==> images/pdn.png <==
The bar under the picture is 100 µm long. Pins as bars on the die edge. Tap cells in gray.
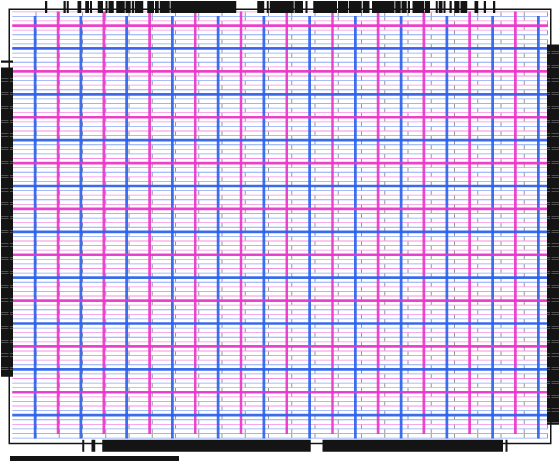
==> images/port_nets.png <==
The bar under the picture is 100 µm long.
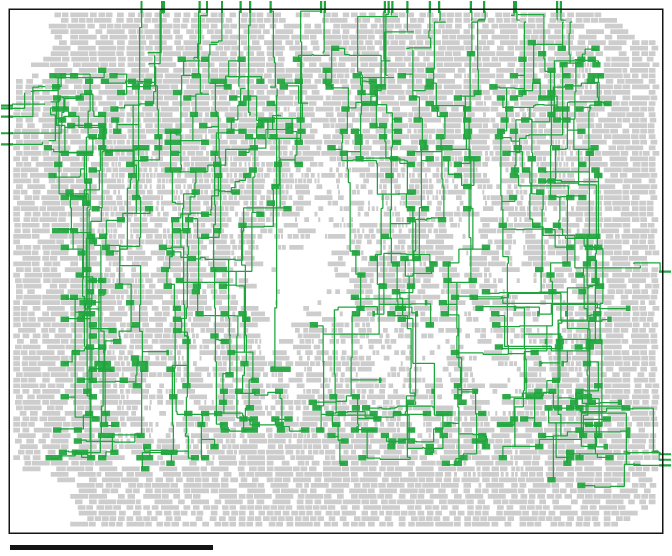
==> images/wire_density.png <==
32 x 26 tiles, from dark blue (low) to red (high), scaled to the fullest tile. Values are wire area over tile area, all layers added.
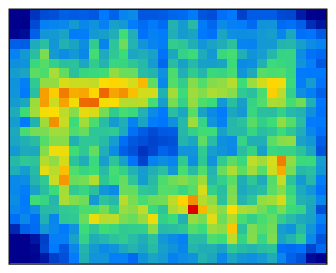
==> images/cell_classes.png <==
Fill, decap, tap and diode cells in gray.
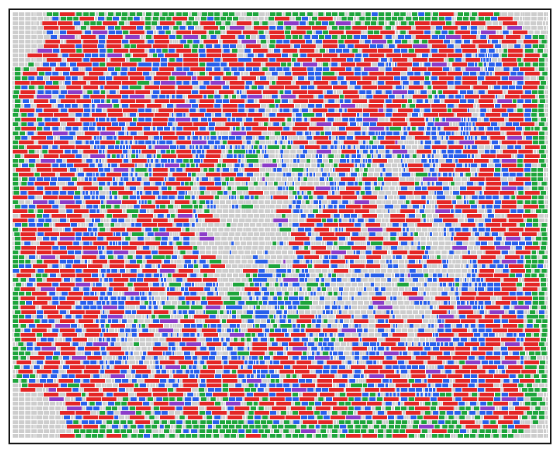
==> config.mk <==
export PLATFORM = sky130hd
export DESIGN_NAME = csr_bank
export DESIGN_NICKNAME = d
export VERILOG_FILES = /design/src/rtl/csr_bank.sv
export SDC_FILE = /design/constraint.sdc
export NUM_CORES = 2
export LEC_CHECK = 0
export CAP_MARGIN = 20
export CORE_ASPECT_RATIO = 0.8
export CORE_UTILIZATION = 58
export CTS_CLUSTER_SIZE = 10
export DETAILED_ROUTE_END_ITERATION = 10
export PLACE_DENSITY = 0.87
export SLEW_MARGIN = 0
export SYNTH_ARGS = -nofsm -noshare
export SYNTH_HDL_FRONTEND = slang
export SYNTH_SLANG_ARGS = --single-unit
==> constraint.sdc <==
create_clock -name clk -period 3.4 [get_ports clk]
set_input_delay 0.51 -clock clk [delete_from_list [all_inputs] [get_ports clk]]
set_output_delay 0.51 -clock clk [all_outputs]
set_load 0.005 [all_outputs]
==> changes_impl.md <==
### Changed

- Final Instance Count excl. Fillers: 5380
- WHS Path Cells: 1
- Overflow after GRT: 0
- Total power: 31.1 mW
- Clock transition at the registers of the reported paths: roughly 0.05 ns
- Endpoint type of the worst setup path: register
- Post-synth EDFFs: 0
- Commonest Layout Cell: dfrtp_1
- Yosys warnings: 0
- WP data arrival: 3.57 ns
- Outcome: complete, no violations
- Buffer levels on the longest clock path: 3
- DP Worst Slack: -0.0834 ns
- Reg-to-reg slack, setup: approximately 1.1 ns
- Setup TNS: 0 ns
- Pwr Density: approximately 510 mW/mm²
- WP data required: between 4 and 5 ns
- CP startpoint kind: input pin
- Vias in the first global route: 36800
- Setup Crit Path Kind: input pin to register
- Chip Area: between 0.08 and 0.09 mm²
- Async set-reset flop share out of synthesis: 100%
- Syn avg cell area: 13.9 µm²
- Largest net degree at the start of global routing: 83
- CTS Buf Count: 120
- TritonCTS clock tree: built
- Commonest flop: dfrtp_1
- Cell Type Count: 88
- Cell accounting for the most synthesized area: dfrtp_1
- Via-to-Cell Ratio: 6.75
- Final ANT Viol Nets: 0
- # placed instances: 5242
- Yosys Instances: 3384
- Worst Tran Pin Value: ~1.1 ns
- Synthesized Nets: 3575
- Part of the cycle the worst path needs: 86.4%
- Layout Skew: 0.0339 ns
- Placed Instance Area: 0.0573 mm²
- Final setup fails: 0
- Final Hold Viols: 0
- Nets@finish: 4464
- Clk latency late pin: 0.73 ns
- Hold Slack: 0.140 ns
- Via count: about 36000
- DPL Wire Length: roughly 130000 µm
- Clk sinks: 1098
- DR pass1 iterations: 7
- OpenROAD warning count: 27
- Top cells by area: dfrtp_1, mux2_2, o21ai_0
- Hold WC Path Type: input pin to register
- Crit Path Max Fanout: 22
- Synth Seq Share: between 50% and 60%
- Static Leak: 28.1 nW
- Max cap viols: 0
- RSZ-0062 raised after global routing: no
- Top-area cell share: 58.4%
- Initial antenna violation count: 6
- Most frequent cells in the layout: dfrtp_1, mux2_2, clkdlybuf4s50_1
- PostCTS Resize Cnt: 0
- Worst-case reg-to-reg path depth: 5
- # DRC: 0
- Synth-to-Final Area Change: 28.4%
- Slew Limit Fails: 0
- H-tree Lvls: 3
- Global-route wire length before repair: 259000 µm
- GPL Wtd Cong: 0.998
- Minimum clock period: slightly below 3 ns
## Picture notes: pdn.png
- VSS: blue
- VDD: magenta
- met1 rails: 94
- met5 straps: 18
- rows: 93
- signal pins: 745
worst ir drop on vdd: 0.449 mV
Die Y: 257 µm
die width: 320 µm
CORE AREA: 0.0804 mm²

## Picture notes: port_nets.png
- `wdata`: green (bits 32; direction input; end cells 553; buffers 33; wire 11700 µm)
# IOs: 745
IO buf count: 744

## Picture notes: wire_density.png
- tiles over half the peak: 29%
- nearly empty tiles: 1.9%
- fullest tile: 0.91
- mean over tiles: 0.38
- densest ninth of the die: west
final wirelength: 180000 µm
mean routed wirelength per cell: 33.5 µm
GRT Util Overall: 43.7%

## Picture notes: cell_classes.png
- clock drivers and dummy loads: purple (cells 132; share of their area 5.3%)
- flip-flops: red (cells 1098; share of their area 47%)
- all other logic: blue (cells 2067; share of their area 31%)
- other buffers and delay cells: green (cells 986; share of their area 17%)
Rows: 93
final instance area: 0.0604 mm²
Seq/total area: 45.5%
final design utilization: 75.2%

-- cells by family (layout without fill, tap and decap cells) --
group	Yosys count	in the layout	share of synthesized area, %
other	0	5	0
buffers and inverters	227	1126	2.40
AND/OR/NAND/NOR	467	467	5.43
flip-flops	1098	1098	58.4
multiplexers	1090	1090	26.2
AND-OR/OR-AND	502	502	7.59
-- layout make-up --
type / instances / area, µm²
flip-flops and latches: 1098 / 27500
fillers: 4972 / 20000
multi-input cells: 2059 / 18500
repair buffers: 986 / 9890
clock buffers: 125 / 3060
well taps: 1092 / 1370
clock inverters: 7 / 86.3
inverters: 8 / 30.0
diodes: 5 / 12.5
-- cell usage after synthesis (10+ instances only) --
cell	n
buf_4	35
nor2_2	49
and2_1	11
a222oi_1	10
a211oi_1	11
a31oi_1	13
a22o_1	10
mux2_2	1045
mux2i_1	37
a21oi_1	65
o221ai_1	33
and3_1	19
buf_2	79
nand2_1	105
o22ai_1	46
o2111ai_1	11
a221oi_1	39
nor2_1	89
a21o_1	19
nand4_1	19
a22oi_1	49
dfrtp_1	1098
nand3_1	59
buf_1	12
o21ai_0	100
nor3_1	31
clkbuf_1	86
-- routing by layer --
metal | GRT usage (%) | up-vias | part of all wire (%)
met5 | 0 | - | 0.015
met3 | 13.3 | 709 | 11
met4 | 23.9 | 4 | 6.7
met1 | 54.8 | 18700 | 36
li1 | - | 14300 | -
met2 | 67.9 | 2621 | 46
-- where the power goes --
group / switching, mW / total, mW / internal [mW]
clock network: 5.06 / 11.3 / 6.28
logic: 1.90 / 4.36 / 2.46
registers: 1.16 / 15.4 / 14.2
-- repair_timing --
action,CTS,global route
hold buffers,1,0
setup buffers,0,0
endpoints found under the hold margin,49,0
-- worst max-delay path: stages --
cell and delay (ns):
clkdlybuf4s50_1 0.51, buf_12 0.20, or4b_1 0.74, o32ai_1 0.73, o221ai_1 0.29, o211ai_1 0.27
a21oi_1 0.14, o22ai_1 0.14
No activity file was given, so power comes from the tool's default toggle rates.
